## config.mk

```make
export PLATFORM = sky130hd
export DESIGN_NAME = voice_sequencer
export DESIGN_NICKNAME = d
export VERILOG_FILES = /design/src/rtl/voice_seq_pkg.sv /design/src/rtl/voice_phase_bank.sv /design/src/rtl/voice_sequencer.sv
export SDC_FILE = /design/constraint.sdc
export NUM_CORES = 1
export LEC_CHECK = 0
export ABC_AREA = 1
export CAP_MARGIN = 20
export CORE_MARGIN = 2
export CORE_UTILIZATION = 42
export DETAILED_ROUTE_END_ITERATION = 8
export GPL_TIMING_DRIVEN = 1
export SKIP_CTS_REPAIR_TIMING = 1
export SYNTH_ARGS = -nofsm -noshare
export SYNTH_HDL_FRONTEND = slang
export SYNTH_SLANG_ARGS = --single-unit
export TNS_END_PERCENT = 10
```

## constraint.sdc

```tcl
create_clock -name clk -period 8.4 [get_ports clk]
set_input_delay 1.68 -clock clk [delete_from_list [all_inputs] [get_ports clk]]
set_output_delay 1.68 -clock clk [all_outputs]
set_load 0.1 [all_outputs]
```

## src/rtl/voice_seq_pkg.sv

```systemverilog
// Shared types and helpers for the voice sequencer: FSM state encoding and a
// ceiling-log2 used to size indices, counters and the mix accumulator.
package voice_seq_pkg;

  typedef enum logic [1:0] {
    IDLE  = 2'd0,
    ISSUE = 2'd1,
    WAIT  = 2'd2,
    DONE  = 2'd3
  } state_t;

  function automatic int log2_ceil(input int n);
    int r;
    r = 0;
    while ((1 << r) < n) r++;
    return r;
  endfunction

endpackage

```

## src/rtl/voice_phase_bank.sv

```systemverilog
// Per-voice phase accumulator storage: one combinational read port selected by
// voice index, one write port used for both the phase update and the clear.
module voice_phase_bank
  import voice_seq_pkg::*;
#(
  parameter int NUM_VOICES = 4,
  parameter int PHASE_W    = 22
) (
  input  logic                                  clk,
  input  logic                                  reset,
  input  logic [log2_ceil(NUM_VOICES)-1:0]      rd_idx,
  output logic [PHASE_W-1:0]                    rd_phase,
  input  logic                                  wr_en,
  input  logic [log2_ceil(NUM_VOICES)-1:0]      wr_idx,
  input  logic [PHASE_W-1:0]                    wr_data
);

  logic [PHASE_W-1:0] phase_q [NUM_VOICES];

  always_ff @(posedge clk or posedge reset) begin
    if (reset) begin
      for (int i = 0; i < NUM_VOICES; i++) phase_q[i] <= '0;
    end else if (wr_en) begin
      phase_q[wr_idx] <= wr_data;
    end
  end

  assign rd_phase = phase_q[rd_idx];

endmodule

```

## src/rtl/voice_sequencer.sv

```systemverilog
// Walks NUM_VOICES voices through one shared sine ROM per codec frame and emits
// the mixed sample. Build option VOICE_SEQ_SATURATE_EN: saturate instead of divide.
module voice_sequencer
  import voice_seq_pkg::*;
#(
  parameter int NUM_VOICES = 4,
  parameter int PHASE_W    = 22,
  parameter int STEP_W     = 20,
  parameter int ADDR_W     = 10,
  parameter int ROM_LAT    = 1
) (
  input  logic                         clk,
  input  logic                         reset,
  input  logic                         new_frame,
  input  logic [NUM_VOICES-1:0]        voice_en,
  input  logic [NUM_VOICES*STEP_W-1:0] step_size,
  output logic [ADDR_W-1:0]            rom_addr,
  output logic                         rom_req,
  input  logic [15:0]                  rom_data,
  output logic [15:0]                  sample_out,
  output logic                         new_sample_generated,
  output logic                         busy,
  output logic                         overrun
);

  localparam int LOG2V = log2_ceil(NUM_VOICES);
  localparam int ACC_W = 16 + LOG2V;
  localparam int LAT_W = log2_ceil(ROM_LAT + 1);
  localparam logic [LAT_W-1:0] LAT_LAST = LAT_W'(ROM_LAT - 1);
  localparam logic [LOG2V-1:0] V_LAST   = LOG2V'(NUM_VOICES - 1);

  // Mix-down of the accumulator to the 16-bit output sample.
  function automatic logic signed [15:0] scale_sample(input logic signed [ACC_W-1:0] a);
`ifdef VOICE_SEQ_SATURATE_EN
    logic signed [ACC_W-1:0] sat_max;
    logic signed [ACC_W-1:0] sat_min;
    sat_max = {{(LOG2V+1){1'b0}}, {15{1'b1}}};
    sat_min = {{(LOG2V+1){1'b1}}, {15{1'b0}}};
    if (a > sat_max)      return 16'sh7FFF;
    else if (a < sat_min) return 16'sh8000;
    else                  return a[15:0];
`else
    logic signed [ACC_W-1:0] sh;
    sh = a >>> LOG2V;
    return sh[15:0];
`endif
  endfunction

  state_t                   state_q, state_d;
  logic [LOG2V-1:0]         v_q, v_d;
  logic [LAT_W-1:0]         lat_q, lat_d;
  logic signed [ACC_W-1:0]  acc_q, acc_d;
  logic [STEP_W-1:0]        step_q, step_d;
  logic signed [15:0]       sample_q, sample_d;
  logic                     overrun_q;
  logic [PHASE_W-1:0]       rd_phase;
  logic                     wr_en;
  logic [PHASE_W-1:0]       wr_data;
  logic signed [ACC_W-1:0]  rom_sext;

  voice_phase_bank #(
    .NUM_VOICES (NUM_VOICES),
    .PHASE_W    (PHASE_W)
  ) u_phase_bank (
    .clk      (clk),
    .reset    (reset),
    .rd_idx   (v_q),
    .rd_phase (rd_phase),
    .wr_en    (wr_en),
    .wr_idx   (v_q),
    .wr_data  (wr_data)
  );

  assign rom_sext = $signed({{LOG2V{rom_data[15]}}, rom_data});

  always_ff @(posedge clk or posedge reset) begin
    if (reset) begin
      state_q   <= IDLE;
      v_q       <= '0;
      lat_q     <= '0;
      acc_q     <= '0;
      step_q    <= '0;
      sample_q  <= '0;
      overrun_q <= 1'b0;
    end else begin
      state_q  <= state_d;
      v_q      <= v_d;
      lat_q    <= lat_d;
      acc_q    <= acc_d;
      step_q   <= step_d;
      sample_q <= sample_d;
      // A frame request that lands while a sequence (including DONE) is running is dropped.
      if (new_frame && state_q != IDLE) overrun_q <= 1'b1;
    end
  end

  always_comb begin
    state_d              = state_q;
    v_d                  = v_q;
    lat_d                = lat_q;
    acc_d                = acc_q;
    step_d               = step_q;
    sample_d             = sample_q;
    wr_en                = 1'b0;
    wr_data              = '0;
    rom_req              = 1'b0;
    rom_addr             = '0;
    new_sample_generated = 1'b0;
    busy                 = 1'b0;
    sample_out           = sample_q;
    unique case (state_q)
      IDLE: begin
        if (new_frame) begin
          acc_d   = '0;
          v_d     = '0;
          state_d = ISSUE;
        end
      end
      ISSUE: begin
        busy = 1'b1;
        if (voice_en[v_q]) begin
          rom_req  = 1'b1;
          rom_addr = rd_phase[PHASE_W-1 -: ADDR_W];
          step_d   = step_size[int'(v_q)*STEP_W +: STEP_W];
          lat_d    = '0;
          state_d  = WAIT;
        end else begin
          // Disabled voices restart from phase 0 when re-enabled.
          wr_en = 1'b1;
          if (v_q == V_LAST) begin
            state_d = DONE;
          end else begin
            v_d     = v_q + LOG2V'(1);
            state_d = ISSUE;
          end
        end
      end
      WAIT: begin
        busy = 1'b1;
        if (lat_q == LAT_LAST) begin
          acc_d   = acc_q + rom_sext;
          wr_en   = 1'b1;
          wr_data = rd_phase + PHASE_W'(step_q);
          if (v_q == V_LAST) begin
            state_d = DONE;
          end else begin
            v_d     = v_q + LOG2V'(1);
            state_d = ISSUE;
          end
        end else begin
          lat_d = lat_q + LAT_W'(1);
        end
      end
      DONE: begin
        new_sample_generated = 1'b1;
        sample_d             = scale_sample(acc_q);
        sample_out           = sample_d;
        state_d              = IDLE;
      end
      default: state_d = IDLE;
    endcase
  end

  assign overrun = overrun_q;

endmodule

```

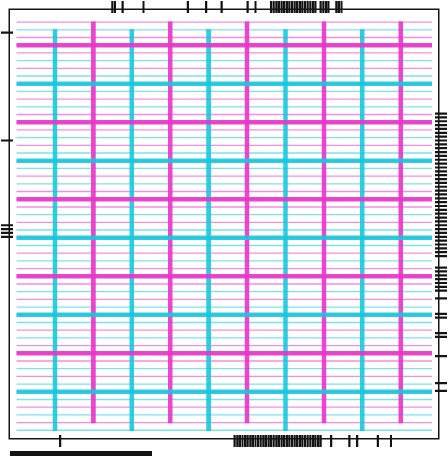
(supply network)
Scale bar: 50 um. Pins as bars on the die edge.
Magenta is VDD. Cyan is VSS.
133 signal pins sit on the boundary. 10 straps on met4.
Die Y: 151 um
worst vdd ir: 177 uV
CORE AREA: 21200 sq um
Die Width: 151 um

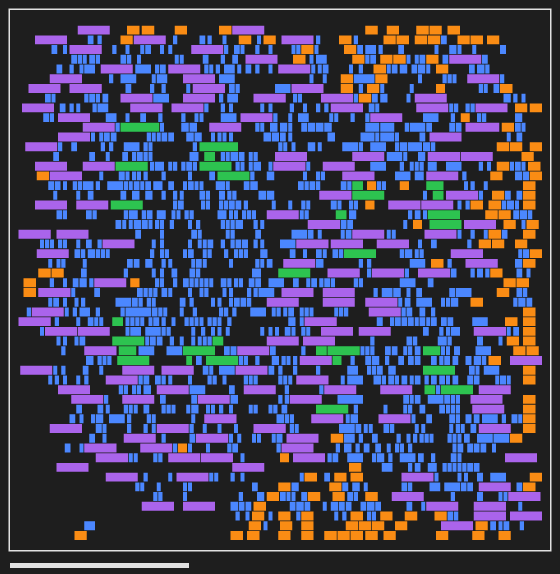
(placement by cell class)
Scale bar: 50 um.
Purple is registers, cells 147. Blue is remaining logic cells, cells 1087. Green is clock drivers and dummy loads, cells 32. Orange is remaining buffers and delay cells, cells 141.

-- state kept, by name, indices dropped and copies added, names as in the netlist --
register and count:
v_q 2, sample_q 16, state_q 2, step_q 20
overrun 1, u_phase_bank.phase_q 88, acc_q 18
-- metrics by stage --
step	instance area, sq um	hold slack, ns	instances	total power, W	worst slack [ns]
4_1_cts	11200	0.470	1682	0.00434	2.37
6_report	11200	0.467	1682	0.00433	2.41
2_1_floorplan	9090	0.437	1289	0.00288	2.77
3_3_place_gp	10600	0.442	1650	0.00351	2.37
3_5_place_dp	10600	0.453	1650	0.00353	2.39
5_1_grt	11200	0.486	1682	0.00469	2.29
-- area by class of cell --
class	count	area (sq um)
Fill cell	2100	9940
Multi-Input combinational cell	973	4760
Sequential cell	147	3680
Timing Repair Buffer	141	1390
Clock buffer	20	467
Inverter	114	433
Tap cell	275	344
Clock inverter	12	143
-- cell families after synthesis --
| logic type | count (synthesis) |
|---|---|
| flops | 147 |
| simple gates | 656 |
| fa+ha+maj | 47 |
| buf+inv | 169 |
| compound gates | 267 |
| xor+xnor | 3 |
-- per-layer routing --
| metal | GRT usage | part of all wire |
|---|---|---|
| met3 | 0.0370 | 0.052 |
| met4 | 0.0514 | 0.010 |
| met5 | 0 | 0 |
| met2 | 0.410 | 0.47 |
| met1 | 0.348 | 0.47 |
-- critical path, delay by kind of cell --
family,cells,cell delay (ns)
simple gates,5,0.99
buf+inv,2,1.62
-- how the worst max path moves through the flow --
| stage | start | to | slack [ns] | cells past startpoint |
|---|---|---|---|---|
| after floorplan | reset | acc_q[0] | 2.77 | 1 |
| after global placement | voice_en[1] | rom_addr[7] | 2.37 | 7 |
| after detailed placement | voice_en[3] | rom_addr[7] | 2.39 | 7 |
| after CTS | voice_en[3] | rom_addr[7] | 2.37 | 7 |
| after global routing | voice_en[2] | rom_addr[7] | 2.29 | 7 |
| final | voice_en[3] | rom_addr[7] | 2.41 | 7 |
-- where the power goes --
part / leakage (nW) / switching (W) / internal [W]
clock network: 0.298 / 0.000328 / 0.000467
registers: 1.97 / 0.000163 / 0.000941
logic: 3.25 / 0.00171 / 0.000717
-- cell usage in the layout, fill, tap and decap left out, types with 3 or more instances in the layout --
master and instances:
nand2_1 450, dfrtp_1 146, clkdlybuf4s50_1 132, nor2_1 115, o21ai_0 110, inv_1 106
a21oi_1 61, nand3_1 45, ha_1 45, o22ai_1 37, o21ai_1 35, nand4_1 25
clkbuf_16 17, a32oi_1 10, buf_4 9, inv_2 7, inv_6 6, nor3_1 5
nor2_4 4, or2_2 4, nand3b_1 4, xor2_1 3, a21o_1 3, o21bai_1 3
clkbuf_8 3, clkinv_4 3
==> results.tsv <==
stage	metric	value	unit
status	status	complete, no violations	
final_timing	final period utilization	0.713	
run	Max Cap Viol	0	
cells_and_area	share of layout cells above drive strength 1	0.0434	
logic_synthesis	XOR Share, Synth	0.00289	
route	WL per Instance	16.3	um
logic_synthesis	Cell variety after synth	35	
logic_synthesis	Dominant flop cell	dfrtp_1	
global_routing	largest net degree at the start of global routing	83	
clock_tree	CTS Buf Count	17	
worst_hold_path	hold path endpoint	u_phase_bank.phase_q[50]	
power	Power Dens Cells	386	nW/um^2
global_routing	gr usage total	0.248	
logic_synthesis	Synth Seq Share	0.404	
logic_synthesis	EDFF count, synth	0	
cells_and_area	Synth-to-Final Area Change	23.3	%
logic_synthesis	Floorplan Nets	1439	
final_timing	Worst-Margin Slew	1.01	ns
route	Vias/cell	5.23	
final_timing	Max Freq	167	MHz
route	Routed WL	27400	um
global_routing	first-pass GRT wire length	44200	um
worst_hold_path	Hold Path Class	reg2reg	
route	drt first pass iters	5	
setup_path	RR Startpoint	v_q[0]	
route	Via Count	8796	
worst_hold_path	WHS Path Cells	2	
clock_tree	CTS tree	done	
logic_synthesis	count leader, synth	nand2_1	
run	OpenROAD warning count	32	
final_timing	Final Skew	0.0162	ns
final_timing	post-layout min period	5.99	ns
floorplanning	FP Util	0.430	
floorplanning	Die ar.	22800	sq um
place	post-DP HPWL	19300	um
setup_path	worst path cell trace	clkdlybuf4s50_1 > nand2_1 > nand3_1 > and2_4 > nand2_1 > nor2_1 > clkdlybuf4s50_1	
clock_tree	clk_lat worst skew	0.43	ns
clock_tree	root buffer cell	clkbuf_16	
setup_path	Largest stage delay, worst path	1.16	ns
setup_path	cell count of the worst reg-to-reg path	17	
place	RePlAce Congestion	0.893	
logic_synthesis	top cells by count	450 x nand2_1, 147 x dfrtp_1, 115 x nor2_1, 110 x o21ai_0, 107 x inv_1	
route	DRC errors left	0	
cells_and_area	Final #Nets	1544	
setup_path	FF-to-FF End	u_phase_bank.phase_q[38]	
clock_tree	maximum clock path buffer count	2	
final_timing	count of final hold-check violations	0	
logic_synthesis	yosys simple share	0.292	
cells_and_area	antenna cells	0	
floorplanning	IO Pins	133	
setup_path	Req. time, crit path	6.72	ns
worst_hold_path	Hold Crit Start	u_phase_bank.phase_q[50]	
route	DR iter-0 viols	586	
clock_tree	clock transition at the registers of the reported paths	0.07	ns
logic_synthesis	ys async rst share	1.00	
floorplanning	row cnt	53	
logic_synthesis	cell taking the most area after synthesis	dfrtp_1	
global_routing	initial antenna violation count	0	
power	Leak	5.52	nW
logic_synthesis	Synth mux share	0	
setup_path	Crit Path Category	in2out	
final_timing	RSZ-0062 raised after global routing	no	
logic_synthesis	Top-area cell share	0.404	
logic_synthesis	yosys stat chip area	9090	sq um
logic_synthesis	syn_area_per_cell	7.06	sq um
route	post-route ant nets	0	
setup_path	CP Max Fanout	14	
logic_synthesis	top cells, area	dfrtp_1 40%, nand2_1 19%, ha_1 6.2%	
final_timing	Rel. slew slack	0.327	
setup_path	critical path endpoint category	primary output	
setup_path	Worst Path Arrival	4.31	ns
cells_and_area	fin util	0.530	
logic_synthesis	synthesized area	9090	sq um
place	port buffer count	132	
logic_synthesis	aoi/oai-family share of the synthesized area	0.161	
global_routing	GR Overflow Total	0	
logic_synthesis	ys cells	1289	
final_timing	Setup-failing EPs final	0	
global_routing	number of global-route vias before repair	8352	
clock_tree	clk sinks	147	
setup_path	CP max-delay cell	clkdlybuf4s50_1	
final_timing	Slew Limit Fails	0	
setup_path	startpoint types	primary input	
final_timing	setup TNS	0	ns
logic_synthesis	yosys adder share	0.0663	
logic_synthesis	synth warn	0	
clock_tree	CTS HTree Levels	4	
logic_synthesis	Top non-seq family	simple AND/OR/NAND/NOR gates	
setup_path	r2r setup slk	4.42	ns
logic_synthesis	#FFs+latches synth	147	
logic_synthesis	Gate Count Post-Synth	1289	
Power and IR drop assume default switching activity.
